$ cat src/rtl/key_filter_dual_pkg.sv
// key_pkg: shared debounce FSM state encoding and default filter length
package key_pkg;
  typedef enum logic [1:0] {IDLE, PRESS_FILT, DOWN, REL_FILT} key_state_e;
  localparam int CNT_MAX_DEF = 999_999;
endpackage

$ cat src/rtl/key_filter_dual_if.sv
// key_filter_dual_if: raw key inputs and debounced flag/level outputs of both channels
interface key_filter_dual_if;
  logic key1_in;
  logic key2_in;
  logic key1_flag;
  logic key2_flag;
  logic key1_level;
  logic key2_level;
  modport master(output key1_in, key2_in, input key1_flag, key2_flag, key1_level, key2_level);
  modport slave(input key1_in, key2_in, output key1_flag, key2_flag, key1_level, key2_level);
endinterface

$ cat src/rtl/key_filter_dual_debounce.sv
// key_debounce: one key channel, synchronizer plus press/release filter FSM emitting a press pulse
module key_debounce
  import key_pkg::*;
#(
  parameter int CNT_MAX = CNT_MAX_DEF,
  parameter logic SYNC_RST_VAL = 1'b1
) (
  input  logic clk,
  input  logic rst_n,
  input  logic key_in,
  output logic pulse,
  output logic level
);
  localparam int W = (CNT_MAX < 1) ? 1 : $clog2(CNT_MAX + 1);
  localparam logic [W-1:0] MAX = W'(CNT_MAX);
  logic [1:0] sync_q, sync_d;
  logic [W-1:0] cnt_q, cnt_d;
  logic pulse_q, pulse_d;
  logic key_s, at_max;
  key_state_e state_q, state_d;
  assign key_s = sync_q[1];
  assign at_max = cnt_q == MAX;
  always_comb begin
    sync_d = {sync_q[0], key_in};
    state_d = state_q;
    cnt_d = cnt_q;
    pulse_d = 1'b0;
    case (state_q)
      IDLE: begin
        if (!key_s) begin
          state_d = PRESS_FILT;
          cnt_d = '0;
        end
      end
      PRESS_FILT: begin
        if (key_s) begin
          state_d = IDLE;
          cnt_d = '0;
        end else if (at_max) begin
          state_d = DOWN;
          cnt_d = '0;
          pulse_d = 1'b1;
        end else cnt_d = cnt_q + 1'b1;
      end
      DOWN: begin
        if (key_s) begin
          state_d = REL_FILT;
          cnt_d = '0;
        end
      end
      REL_FILT: begin
        if (!key_s) begin
          state_d = DOWN;
          cnt_d = '0;
        end else if (at_max) begin
          state_d = IDLE;
          cnt_d = '0;
        end else cnt_d = cnt_q + 1'b1;
      end
      default: begin
        state_d = IDLE;
        cnt_d = '0;
      end
    endcase
  end
  always_ff @(posedge clk or negedge rst_n) begin
    if (!rst_n) begin
      sync_q <= {2{SYNC_RST_VAL}};
      state_q <= IDLE;
      cnt_q <= '0;
      pulse_q <= 1'b0;
    end else begin
      sync_q <= sync_d;
      state_q <= state_d;
      cnt_q <= cnt_d;
      pulse_q <= pulse_d;
    end
  end
  assign pulse = pulse_q;
  assign level = state_q == DOWN || state_q == REL_FILT;
endmodule

$ cat src/rtl/key_filter_dual.sv
// key_filter_dual: two debounced keys; a key2 press colliding with key1 is deferred one cycle
module key_filter_dual
  import key_pkg::*;
#(
  parameter int CNT_MAX = CNT_MAX_DEF,
  parameter logic SYNC_RST_VAL = 1'b1
) (
  input logic sys_clk,
  input logic sys_rst_n,
  key_filter_dual_if.slave kif
);
  logic p1, p2, def_q, def_d;
  key_debounce #(.CNT_MAX(CNT_MAX), .SYNC_RST_VAL(SYNC_RST_VAL)) u_key1 (
    .clk(sys_clk),
    .rst_n(sys_rst_n),
    .key_in(kif.key1_in),
    .pulse(p1),
    .level(kif.key1_level)
  );
  key_debounce #(.CNT_MAX(CNT_MAX), .SYNC_RST_VAL(SYNC_RST_VAL)) u_key2 (
    .clk(sys_clk),
    .rst_n(sys_rst_n),
    .key_in(kif.key2_in),
    .pulse(p2),
    .level(kif.key2_level)
  );
  always_comb def_d = p1 & p2;
  always_ff @(posedge sys_clk or negedge sys_rst_n) begin
    if (!sys_rst_n) def_q <= 1'b0;
    else def_q <= def_d;
  end
  assign kif.key1_flag = p1;
  assign kif.key2_flag = (p2 & ~p1) | def_q;
endmodule

$ cat src/flat_wrapper.sv
// flat-port wrapper written by rule: the top's interface ports become plain ports
module key_filter_dual_flat import key_pkg::*;
#(
  parameter int CNT_MAX = CNT_MAX_DEF,
  parameter logic SYNC_RST_VAL = 1'b1
)
  (sys_clk, sys_rst_n, kif_key1_in, kif_key2_in, kif_key1_flag, kif_key2_flag, kif_key1_level, kif_key2_level);
  key_filter_dual_if kif_i ();
  input logic sys_clk;
  input logic sys_rst_n;
  input wire logic [$bits(kif_i.key1_in)-1:0] kif_key1_in;
  input wire logic [$bits(kif_i.key2_in)-1:0] kif_key2_in;
  output wire logic [$bits(kif_i.key1_flag)-1:0] kif_key1_flag;
  output wire logic [$bits(kif_i.key2_flag)-1:0] kif_key2_flag;
  output wire logic [$bits(kif_i.key1_level)-1:0] kif_key1_level;
  output wire logic [$bits(kif_i.key2_level)-1:0] kif_key2_level;
  assign kif_i.key1_in = kif_key1_in;
  assign kif_i.key2_in = kif_key2_in;
  assign kif_key1_flag = kif_i.key1_flag;
  assign kif_key2_flag = kif_i.key2_flag;
  assign kif_key1_level = kif_i.key1_level;
  assign kif_key2_level = kif_i.key2_level;
  key_filter_dual #(.CNT_MAX(CNT_MAX), .SYNC_RST_VAL(SYNC_RST_VAL)) u_core (.sys_clk(sys_clk), .sys_rst_n(sys_rst_n), .kif(kif_i));
endmodule
$ cat config.mk
export PLATFORM = sky130hd
export DESIGN_NAME = key_filter_dual_flat
export DESIGN_NICKNAME = d
export VERILOG_FILES = /design/src/rtl/key_filter_dual_pkg.sv /design/src/rtl/key_filter_dual_if.sv /design/src/rtl/key_filter_dual_debounce.sv /design/src/rtl/key_filter_dual.sv /design/src/flat_wrapper.sv
export SDC_FILE = /design/constraint.sdc
export NUM_CORES = 1
export LEC_CHECK = 0
export ABC_AREA = 1
export ABC_CLOCK_PERIOD_IN_PS = 2660
export CAP_MARGIN = 20
export CORE_MARGIN = 1
export CORE_UTILIZATION = 45
export CTS_CLUSTER_DIAMETER = 200
export DETAILED_ROUTE_END_ITERATION = 8
export PLACE_DENSITY = 0.7
export SLEW_MARGIN = 5
export SYNTH_ARGS = -nofsm -noshare
export SYNTH_HDL_FRONTEND = slang
export SYNTH_SLANG_ARGS = --single-unit
$ cat constraint.sdc
create_clock -name sys_clk -period 2.66 [get_ports sys_clk]
set_clock_uncertainty 0.05 [all_clocks]
set_input_delay 0.266 -clock sys_clk [delete_from_list [all_inputs] [get_ports sys_clk]]
set_output_delay 0.266 -clock sys_clk [all_outputs]
set_load 0.03 [all_outputs]
clock_nets.png
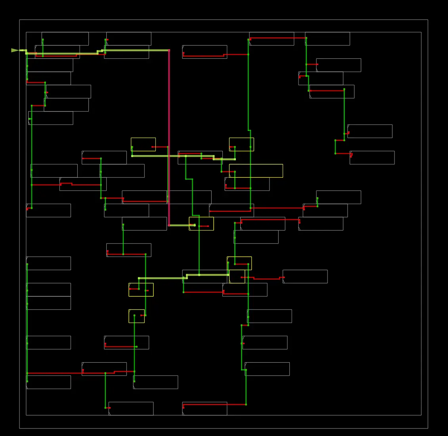
Clock Power: 560 uW
final sequential cell count: 51

clock_wires.png
Drawn at 6 px/um.
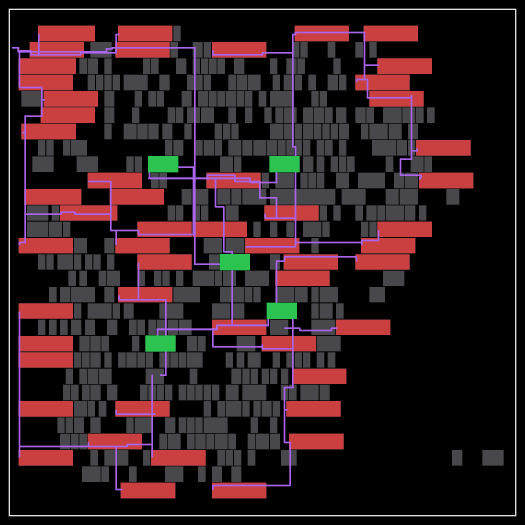
legend:
  red:
    item: flip-flops
    count: 51
  purple:
    item: clock wires
    length: 637 um
  green:
    item: clock-net drivers
    count: 5
flops lie: widely spread
routed clock nets: 6
Late-Pin Clk Latency: 0.31 ns
Clk pwr share: 33.1%

[how the worst min path moves through the flow]
stage,cells past startpoint,end,slack (ns),start
floorplan,0,asynchronous set/reset pin,-0.08,sys_rst_n
global placement,1,u_core.u_key1.cnt_q[8],0.12,sys_rst_n
detailed placement,1,u_core.u_key1.cnt_q[8],0.12,sys_rst_n
CTS,1,u_core.u_key1.sync_q[0],0.30,kif_key1_in
global route,1,u_core.u_key1.sync_q[0],0.29,kif_key1_in
finish,2,u_core.u_key2.cnt_q[4],0.31,sys_rst_n
[worst max-delay path: stages, from the launching register on]
cell and delay (ns):
dfrtp_1 0.41, o21bai_1 0.14, clkdlybuf4s50_1 0.69
[final cells by class]
class / instances / area (um^2) / share of cell area (%)
Tap cell: 77 / 96.3 / 2.92
Inverter: 50 / 189 / 5.72
Timing Repair Buffer: 10 / 90.1 / 2.73
Clock inverter: 3 / 47.5 / 1.44
Clock buffer: 5 / 68.8 / 2.08
Multi-Input combinational cell: 299 / 1530 / 46.3
Sequential cell: 51 / 1280 / 38.8
[Yosys cell counts (3+ instances only)]
cell type  instances
dfstp_2            4
inv_2              3
nand3_1           47
nand2_2            5
nand2_1          118
nor2_1            42
xnor2_1            3
dfrtp_1           47
a21oi_1            6
nor2_2             7
o22ai_1            8
o21ai_0           10
xor2_1            13
inv_1             46
o21bai_1           4
nand4_1            8
nor2_4            13
[metal layers]
layer,global-route usage [%],wire (um),vias up
met2,29.4,2710,66
met1,27.0,2960,1183
met5,0,0,-
met4,4.55,53,0
li1,-,-,1306
met3,4.03,287,4
[metrics by stage]
step,area (um^2),utilization [%],hold WS [ns]
floorplan,3040,-,-0.0796
global placement,3180,49.4,0.120
detailed placement,3180,49.4,0.122
CTS,3300,51.4,0.296
global route,3300,51.4,0.290
finish,3300,51.4,0.308
[cells by family (layout without fill, tap and decap cells)]
group / after synthesis / count (layout)
AOI/OAI and AO/OA: 31 / 31
and+or+nand+nor: 250 / 250
adders and majority gates: 2 / 2
DFF: 51 / 51
xor gates and xnor gates: 16 / 16
buffers and inverters: 56 / 68
[power by group through the flow]
stage          logic, mW  clock network, mW  registers, mW
6_report           0.287              0.560          0.843
5_1_grt            0.324              0.600          0.847
4_1_cts            0.292              0.577          0.843
3_5_place_dp       0.292                  0          0.858
3_3_place_gp       0.286                  0          0.856
2_1_floorplan      0.220                  0          0.851
[flip-flops by register name, summed over array words and instances, names as in the netlist, named ones only]
register and cells:
u_core.def_q 1, u_core.u_key1.cnt_q 20, u_core.u_key1.pulse 1, u_core.u_key1.state_q 1, u_core.u_key1.sync_q 2, u_core.u_key2.cnt_q 20
u_core.u_key2.pulse 1, u_core.u_key2.state_q 1, u_core.u_key2.sync_q 2
==> out/results.tsv <==
metric	value	unit
status	finished clean	
H-Tree Level Count	2	
number of top-level pins	8	
largest net degree at the start of global routing	25	
total power draw	1.69	mW
ys async rst share	100	%
Largest type area fraction	38.7	%
port buffer count	7	
post-CTS setup buffer count	0	
fp util	47.3	%
Startpoint Class	register	
Top Layout Cells	nand2_1, nand3_1, dfrtp_1, inv_1, nor2_1	
# fillers	613	
fraction of layout cells with a size suffix above 1	12.0	%
Seq/Total Area, Yosys	42.2	%
CTS sink cnt	51	
fin cells	495	
Die H	84.2	um
fin nets	423	
clk slew on worst S/H paths	0.11	ns
Syn Inst Count	406	
pre-CTS setup slack	1.01	ns
TritonRoute pass-1 iters	6	
Area growth, synth to finish	8.69	%
count of tool warnings	26	
Routed Antenna Nets	0	
count of final hold-check violations	0	
worst min-delay path category	input pin to asynchronous set/reset pin	
detailed-route wire length per cell	12.1	um
Synth area leader	dfrtp_1	
hpwl dp	4.42	mm
top cells by area	dfrtp_1, nand2_1, nand3_1, inv_1, nor2_1	
No activity file was given, so power comes from the tool's default toggle rates.
